### src/rtl/cache_pkg.sv
`default_nettype none
// ============================================================================
//  Module      : cache_pkg
//  Description : Shared defaults, derived index widths and the read-response
//                record for the set-associative cache datapaths.
//  Revision    : 1.0  initial release
// ============================================================================
package cache_pkg;

  localparam int DEF_WAYS           = 4;
  localparam int DEF_WORD_W         = 16;
  localparam int DEF_WORDS_PER_LINE = 4;
  localparam int DEF_TAG_W          = 8;
  localparam int DEF_CNT_W          = 16;

  localparam int WAY_IDX_W  = $clog2(DEF_WAYS);
  localparam int WORD_IDX_W = $clog2(DEF_WORDS_PER_LINE);

  // One read response at the default geometry
  typedef struct packed {
    logic                  hit;
    logic                  multi_hit;
    logic [WAY_IDX_W-1:0]  way;
    logic [DEF_WORD_W-1:0] data;
  } rsp_t;

endpackage : cache_pkg
`default_nettype wire

### src/rtl/hit_encoder.sv
`default_nettype none
// ============================================================================
//  Module      : hit_encoder
//  Description : Any-hot way match vector to lowest-index binary way number,
//                with any-hit and multi-hit flags. Purely combinational so it
//                can be shared by the read-hit and write-hit paths.
//  Revision    : 1.0  initial release
// ============================================================================
module hit_encoder #(
  parameter int WAYS = 4
) (
  input  logic [WAYS-1:0]         i_match,
  output logic [$clog2(WAYS)-1:0] o_idx,
  output logic                    o_any,
  output logic                    o_multi
);

  localparam int              C_IDX_W = $clog2(WAYS);
  localparam logic [WAYS-1:0] C_ONE   = WAYS'(1);

  // Scan from the top so the lowest matching way is the last one written
  always_comb begin
    o_idx = '0;
    for (int i = WAYS - 1; i >= 0; i--) begin
      if (i_match[i]) begin
        o_idx = C_IDX_W'(i);
      end
    end
  end

  assign o_any   = |i_match;
  // Clearing the lowest set bit leaves something only if two or more were set
  assign o_multi = |(i_match & (i_match - C_ONE));

endmodule : hit_encoder
`default_nettype wire

### src/rtl/cache_read_hit_pipe.sv
`default_nettype none
// ============================================================================
//  Module      : cache_read_hit_pipe
//  Description : Two-stage read-hit datapath: tag compare and way select in
//                stage 1, word select in stage 2, valid/ready on both sides,
//                plus saturating hit/miss statistics.
//  Revision    : 1.0  initial release
// ============================================================================
module cache_read_hit_pipe
  import cache_pkg::*;
#(
  parameter int WAYS           = DEF_WAYS,
  parameter int WORD_W         = DEF_WORD_W,
  parameter int WORDS_PER_LINE = DEF_WORDS_PER_LINE,
  parameter int TAG_W          = DEF_TAG_W,
  parameter int CNT_W          = DEF_CNT_W
) (
  input  logic                                 clk,
  input  logic                                 rst_n,
  input  logic                                 req_valid,
  output logic                                 req_ready,
  input  logic [TAG_W-1:0]                     req_tag,
  input  logic [$clog2(WORDS_PER_LINE)-1:0]    req_word,
  input  logic [WAYS*TAG_W-1:0]                way_tag,
  input  logic [WAYS-1:0]                      way_vld,
  input  logic [WAYS*WORDS_PER_LINE*WORD_W-1:0] way_line,
  output logic                                 rsp_valid,
  input  logic                                 rsp_ready,
  output logic                                 rsp_hit,
  output logic [$clog2(WAYS)-1:0]              rsp_way,
  output logic [WORD_W-1:0]                    rsp_data,
  output logic                                 rsp_multi_hit,
  input  logic                                 clear_stats,
  output logic [CNT_W-1:0]                     hit_cnt,
  output logic [CNT_W-1:0]                     miss_cnt
);

  localparam int               C_WAY_W   = $clog2(WAYS);
  localparam int               C_WRD_W   = $clog2(WORDS_PER_LINE);
  localparam int               C_LINE_W  = WORDS_PER_LINE * WORD_W;
  localparam logic [CNT_W-1:0] C_CNT_MAX = {CNT_W{1'b1}};
  localparam logic [CNT_W-1:0] C_CNT_ONE = CNT_W'(1);

  // Flow control
  logic w_s2_adv;
  logic w_s1_adv;
  logic w_rsp_fire;

  // Stage 1 combinational lookup
  logic [WAYS-1:0]     w_match;
  logic [C_WAY_W-1:0]  w_way;
  logic                w_hit;
  logic                w_multi;
  logic [C_LINE_W-1:0] w_lines [WAYS];

  // Stage 1 registers
  logic                r_s1_valid;
  logic                r_s1_hit;
  logic                r_s1_multi;
  logic [C_WAY_W-1:0]  r_s1_way;
  logic [C_WRD_W-1:0]  r_s1_word;
  logic [C_LINE_W-1:0] r_s1_line;

  // Stage 2 combinational word select
  logic [WORD_W-1:0] w_words [WORDS_PER_LINE];
  logic [WORD_W-1:0] w_sel_word;

  // Stage 2 / response registers
  logic               r_rsp_valid;
  logic               r_rsp_hit;
  logic               r_rsp_multi;
  logic [C_WAY_W-1:0] r_rsp_way;
  logic [WORD_W-1:0]  r_rsp_data;

  // Statistics
  logic [CNT_W-1:0] r_hit_cnt;
  logic [CNT_W-1:0] r_miss_cnt;

  // A stage may load when it is empty or its contents move on this cycle
  assign w_s2_adv   = !r_rsp_valid || rsp_ready;
  assign w_s1_adv   = !r_s1_valid || w_s2_adv;
  assign req_ready  = w_s1_adv;
  assign w_rsp_fire = r_rsp_valid && rsp_ready;

  generate
    for (genvar g = 0; g < WAYS; g++) begin : g_ways
      assign w_match[g] = way_vld[g] && (way_tag[g*TAG_W +: TAG_W] == req_tag);
      assign w_lines[g] = way_line[g*C_LINE_W +: C_LINE_W];
    end
  endgenerate

  hit_encoder #(
    .WAYS (WAYS)
  ) u_hit_encoder (
    .i_match (w_match),
    .o_idx   (w_way),
    .o_any   (w_hit),
    .o_multi (w_multi)
  );

  // Stage 1: capture compare result and the lowest matching way's line
  always_ff @(posedge clk) begin
    if (!rst_n) begin
      r_s1_valid <= 1'b0;
      r_s1_hit   <= 1'b0;
      r_s1_multi <= 1'b0;
      r_s1_way   <= '0;
      r_s1_word  <= '0;
      r_s1_line  <= '0;
    end else if (w_s1_adv) begin
      r_s1_valid <= req_valid;
      if (req_valid) begin
        r_s1_hit   <= w_hit;
        r_s1_multi <= w_multi;
        r_s1_way   <= w_way;
        r_s1_word  <= req_word;
        r_s1_line  <= w_lines[w_way];
      end
    end
  end

  generate
    for (genvar g = 0; g < WORDS_PER_LINE; g++) begin : g_words
      assign w_words[g] = r_s1_line[g*WORD_W +: WORD_W];
    end
  endgenerate

  assign w_sel_word = w_words[r_s1_word];

  // Stage 2: pick the word and present the response; misses report way 0, data 0
  always_ff @(posedge clk) begin
    if (!rst_n) begin
      r_rsp_valid <= 1'b0;
      r_rsp_hit   <= 1'b0;
      r_rsp_multi <= 1'b0;
      r_rsp_way   <= '0;
      r_rsp_data  <= '0;
    end else if (w_s2_adv) begin
      r_rsp_valid <= r_s1_valid;
      if (r_s1_valid) begin
        r_rsp_hit   <= r_s1_hit;
        r_rsp_multi <= r_s1_multi;
        r_rsp_way   <= r_s1_hit ? r_s1_way : '0;
        r_rsp_data  <= r_s1_hit ? w_sel_word : '0;
      end
    end
  end

  // Saturating statistics; clear wins over a same-cycle increment
  always_ff @(posedge clk) begin
    if (!rst_n) begin
      r_hit_cnt  <= '0;
      r_miss_cnt <= '0;
    end else if (clear_stats) begin
      r_hit_cnt  <= '0;
      r_miss_cnt <= '0;
    end else if (w_rsp_fire) begin
      if (r_rsp_hit) begin
        if (r_hit_cnt != C_CNT_MAX) begin
          r_hit_cnt <= r_hit_cnt + C_CNT_ONE;
        end
      end else begin
        if (r_miss_cnt != C_CNT_MAX) begin
          r_miss_cnt <= r_miss_cnt + C_CNT_ONE;
        end
      end
    end
  end

  assign rsp_valid     = r_rsp_valid;
  assign rsp_hit       = r_rsp_hit;
  assign rsp_way       = r_rsp_way;
  assign rsp_data      = r_rsp_data;
  assign rsp_multi_hit = r_rsp_multi;
  assign hit_cnt       = r_hit_cnt;
  assign miss_cnt      = r_miss_cnt;

endmodule : cache_read_hit_pipe
`default_nettype wire

### config.mk
export PLATFORM = sky130hd
export DESIGN_NAME = cache_read_hit_pipe
export DESIGN_NICKNAME = d
export VERILOG_FILES = /design/src/rtl/cache_pkg.sv /design/src/rtl/hit_encoder.sv /design/src/rtl/cache_read_hit_pipe.sv
export SDC_FILE = /design/constraint.sdc
export NUM_CORES = 1
export LEC_CHECK = 0
export CORE_MARGIN = 1
export CORE_UTILIZATION = 35
export DETAILED_ROUTE_END_ITERATION = 6
export PLACE_DENSITY = 0.73
export SYNTH_ARGS = -nofsm -noshare
export SYNTH_HDL_FRONTEND = slang
export SYNTH_SLANG_ARGS = --single-unit
### constraint.sdc
create_clock -name clk -period 2.14 [get_ports clk]
set_input_delay 0.642 -clock clk [delete_from_list [all_inputs] [get_ports clk]]
set_output_delay 0.642 -clock clk [all_outputs]
set_load 0.03 [all_outputs]
==> impl_metrics.csv, run 1 <==
group,metric,value,unit
outcome,status,"finished, final reports clean",
logic_synthesis,synthCells,918,
global_routing,grt_pass1_wl,48800,µm
clocking,h-tree-depth,4,
hold_path,min_from,"r_s1_word[0]",
cells_and_area,seq_area_share,19.0,%
setup_path,rr_worst_depth,8,
setup_path,reg2reg_slack,0.32,ns
global_routing,grt_start_max_net_pins,94,
floorplanning,fp_util,35.7,%
global_routing,antenna_found_initial,3,
cells_and_area,most-common-layout-cells,"clkdlybuf4s50_1, dfxtp_1, nand2_1, nand3_1, o21ai_0",
timing,slew_headroom,71.7,%
floorplanning,ios,361,
clocking,cts_buffer_depth,2,
cells_and_area,nets,1609,
power_and_ir_drop,pwr-share-clk,44.4,%
logic_synthesis,yosysMostFrequentCell,"dfxtp_1",
logic_synthesis,synth.distinct_cells,47,
timing,finalHoldWorstSlack,0.497,ns
logic_synthesis,ys_warn_count,0,
job,tool_warnings,28,
logic_synthesis,synth.top_cells.by_count,"dfxtp_1, nand2_1, nand3_1",
power_and_ir_drop,p_comb,1.20,mW
detailed_routing,antenna_left,0,
global_routing,grt_use_total,29.7,%
power_and_ir_drop,p_int,4.99,mW
timing,hold_viol,0,
cells_and_area,num-nonclk-buffers,441,
logic_synthesis,avgSynthCellArea,8.17,µm²
timing,drv_slew,0,
-- run 1: timing repair --
action | CTS | global route
buffers inserted | 17 | 4
resized | 124 | 55
pin swaps | 24 | 39
cloned | 11 | 4
setup endpoints to repair | 96 | 83
-- run 1: routing by layer --
metal	share of wire, %	vias up	routed length (µm)	global-route usage (%)
met3	8.3	80	2790	7.36
met5	0	-	0	0
li1	-	4060	-	-
met1	39	4159	13100	35.7
met4	4.4	0	1470	14.9
met2	48	467	16300	49.4
-- run 1: final timing paths --
check / end
worst max-delay path: rsp_data[6]
worst min-delay path: r_s1_word[0]
worst max register to register: hit_cnt[11]
worst min register to register: r_s1_word[0]
-- run 1: tightest hold or removal path, stage by stage (launching register included) --
cell and delay [ns]:
dfxtp_1 0.33, nand2_1 0.05, a21boi_0 0.07
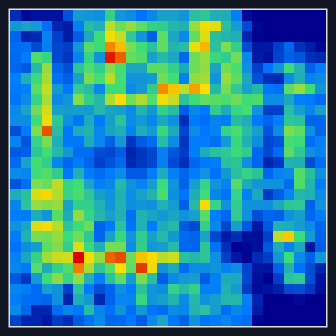
**Above:** run 1 (wiring heat map).
30 x 30 tiles, from dark blue (low) to red (high), scaled to the fullest tile. Values are wire area over tile area, all layers added.
nearly empty tiles: 5.1%
tiles over half the peak: 18%
densest ninth of the die: top middle
mean over tiles: 0.26
fullest tile: 0.76
emptiest ninth of the die: bottom right

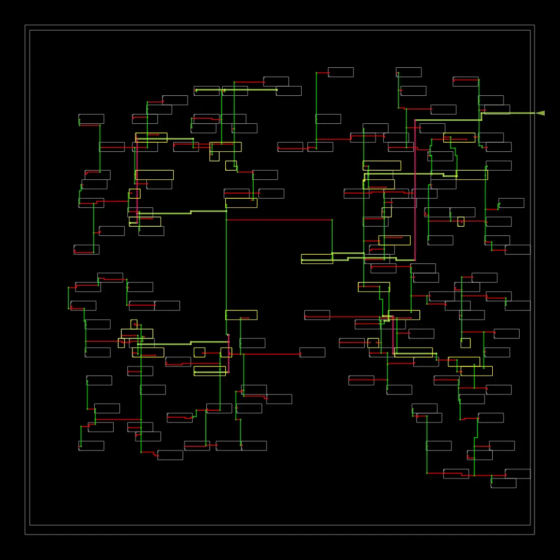
**Above:** run 1 (clock routing).
Late-Pin Clk Latency: 0.42 ns
Final Skew: 0.0127 ns
Clock net power: 2.95 mW
Clock Sinks: 124

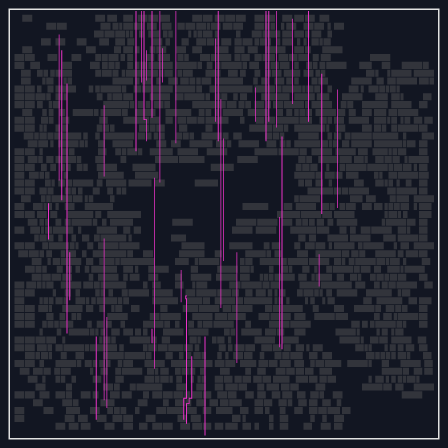
**Above:** run 1 (signal wires on met4).
Cells faint in the background.
main direction: vertical
wire length on this layer: 1470 µm
share of all routed wire: 4.4%

**Run 1: routed clock nets over the placement**

Scale bar: 50 µm.
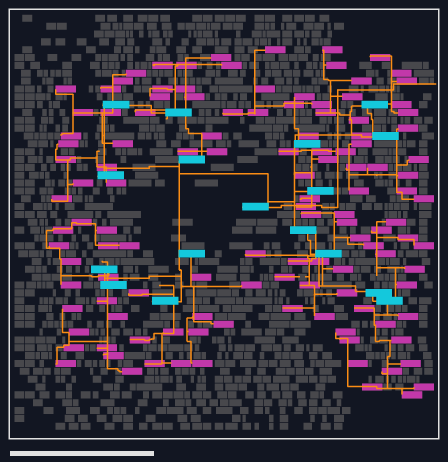

## Run 2: what changed since run 1
--- a/config.mk
+++ b/config.mk
@@ -5,10 +5,12 @@
 export SDC_FILE = /design/constraint.sdc
 export NUM_CORES = 1
 export LEC_CHECK = 0
+export CORE_ASPECT_RATIO = 1.4
 export CORE_MARGIN = 1
 export CORE_UTILIZATION = 35
 export DETAILED_ROUTE_END_ITERATION = 6
 export PLACE_DENSITY = 0.73
+export SLEW_MARGIN = 30
 export SYNTH_ARGS = -nofsm -noshare
 export SYNTH_HDL_FRONTEND = slang
 export SYNTH_SLANG_ARGS = --single-unit
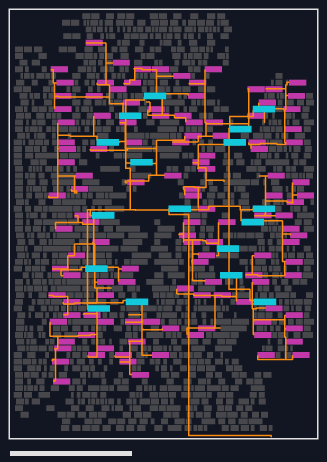
**Above:** run 2 (routed clock nets over the placement).
Scale bar: 50 µm.
legend:
  cyan:
    item: clock-net drivers
    count: 17
  magenta:
    item: flip-flops
    count: 124
  orange:
    item: clock wires
    length: 1730 µm
routed clock nets: 18

==> impl_metrics.csv, run 2 <==
group,metric,value,unit
power_and_ir_drop,pg_clk,3.10,mW
timing,drv_slew,0,
clocking,worst_skew_pair.late_latency,0.41,ns
power_and_ir_drop,pwr-share-clk,45.6,%
global_routing,use_met3,5.51,%
global_routing,grt_use_total,30.6,%
clocking,post_cts_buffers,14,
global_routing,top_usage_layer,"met2",
floorplanning,ios,361,
outcome,violations,"setup timing",
logic_synthesis,yosysMostFrequentCell,"dfxtp_1",
cells_and_area,nets,1622,
outcome,status,"complete, but fails checks",
setup_path,rr_endpoint,"hit_cnt[11]",
clocking,cts_buffer_depth,2,
global_routing,grt_start_max_net_pins,47,
global_routing,antenna_found_initial,2,
setup_path,rr_worst_depth,8,
timing,worst_slack,-0.0260,ns
cells_and_area,most-common-layout-cells,"clkdlybuf4s50_1, dfxtp_1, nand2_1, nand3_1, o21ai_0",
logic_synthesis,avgSynthCellArea,8.17,µm²
logic_synthesis,synthCells,918,
clocking,cts_sinks,124,
hold_path,hold_end,"r_s1_multi",
power_and_ir_drop,p_comb,1.19,mW
global_routing,use_met1,33.5,%
detailed_routing,wl_met1,12800,µm
job,tool_warnings,27,
power_and_ir_drop,p_int,5.23,mW
logic_synthesis,synth.distinct_cells,47,
timing,fin_skew,0.00705,ns
global_routing,grt_pass1_wl,50300,µm
timing,finalHoldWorstSlack,0.498,ns
detailed_routing,wl_met2,17700,µm
timing,finalSetupViolations,2,
run 2: cell counts after synthesis:
No cell type changed its count.
run 2: worst max path at each step:
stage	start	to	slack (ns)	cells past startpoint
floorplan	req_tag[5]	r_s1_line[10]	0.10	8
global placement	req_tag[7]	r_s1_line[10]	-0.67	9
detailed placement	req_tag[7]	r_s1_line[10]	-0.68	9
CTS	way_tag[8]	r_s1_line[19]	0.0003	9
global route	way_tag[7]	r_s1_line[46]	-0.06	9
finish	way_tag[9]	r_s1_line[46]	-0.03	9
run 2: area by class of cell:
class	count	share of cell area (%)
antenna	2	0.0374
clock buffer	24	3.68
clock inverter	7	1.01
inverter	1	0.0281
multi-input combinational	715	35.9
sequential	124	18.6
tap	260	2.43
timing repair buffer	454	38.4
## Run 3: what changed since run 2
--- a/config.mk
+++ b/config.mk
@@ -6,10 +6,11 @@
 export NUM_CORES = 1
 export LEC_CHECK = 0
 export CORE_ASPECT_RATIO = 1.4
-export CORE_MARGIN = 1
+export CORE_MARGIN = 2
 export CORE_UTILIZATION = 35
 export DETAILED_ROUTE_END_ITERATION = 6
 export PLACE_DENSITY = 0.73
+export RECOVER_POWER = 50
 export SLEW_MARGIN = 30
 export SYNTH_ARGS = -nofsm -noshare
 export SYNTH_HDL_FRONTEND = slang
==> impl_metrics.csv, run 3 <==
group,metric,value,unit
detailed_routing,wl_met2,19100,µm
global_routing,top_usage_layer,"met2",
logic_synthesis,avgSynthCellArea,8.17,µm²
power_and_ir_drop,pwr-share-clk,41.4,%
logic_synthesis,synth.top_cells.by_count,"dfxtp_1, nand2_1, nand3_1",
logic_synthesis,synth.distinct_cells,47,
global_routing,grt_use_total,30.2,%
logic_synthesis,synthCells,918,
timing,fin_skew,0.0106,ns
setup_path,endpoint,"r_s1_line[54]",
power_and_ir_drop,p_comb,1.25,mW
detailed_routing,wl_met1,13300,µm
setup_path,rr_endpoint,"miss_cnt[9]",
power_and_ir_drop,pg_clk,2.66,mW
global_routing,use_met3,6.08,%
global_routing,grt_start_max_net_pins,95,
timing,worst_slack,-0.0608,ns
outcome,status,"complete, but fails checks",
clocking,post_cts_buffers,27,
cells_and_area,syn_to_final_growth,77.2,%
global_routing,use_met1,32.3,%
global_routing,grt_pass1_wl,51500,µm
clocking,cts_sinks,124,
timing,finalSetupViolations,13,
setup_path,startpoint,"way_tag[26]",
power_and_ir_drop,p_int,4.81,mW
cells_and_area,nets,1638,
setup_path,rr_worst_depth,7,
clocking,cts_buffer_depth,2,
outcome,violations,"setup timing",
timing,finalHoldWorstSlack,0.529,ns
clocking,worst_skew_pair.late_latency,0.42,ns
logic_synthesis,yosysMostFrequentCell,"dfxtp_1",
run 3: netlist changes by cell type in the layout (fill, tap and decap cells not counted), moves of 7 or more:
cell	previous run	this run
buf_16	19	9
buf_4	32	42
buf_6	9	16
clkbuf_1	3	15
dlygate4sd2_1	46	54
dlymetal6s2s_1	18	3
nand3_1	76	69
run 3: final cells by class:
type                    count  area share [%]
diodes                      1          0.0188
clock inverters             6           0.264
clock buffers              26            3.83
well taps                 260            2.45
multi-input cells         718            37.6
flip-flops and latches    124            18.7
inverters                   1          0.0282
repair buffers            467            37.2
run 3: stage by stage:
stage | total power [mW] | std cells
floorplan | 2.88 | 918
global placement | 3.70 | 1524
detailed placement | 3.71 | 1524
CTS | 6.36 | 1593
global route | 6.61 | 1603
finish | 6.42 | 1603
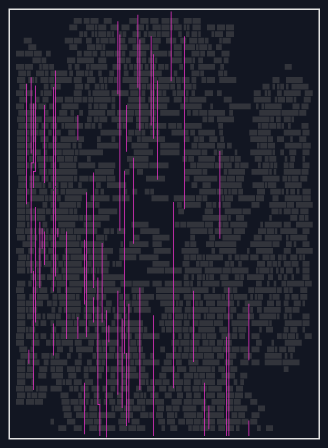
**Above:** run 3 (signal wires on met4).
Cells faint in the background.
wire length on this layer: 2020 µm
nets with wire on the layer: 49
share of all routed wire: 5.5%
longest straight run: 80.9 µm
main direction: vertical

Power figures rest on the tool's default switching activity, not on a simulated workload.
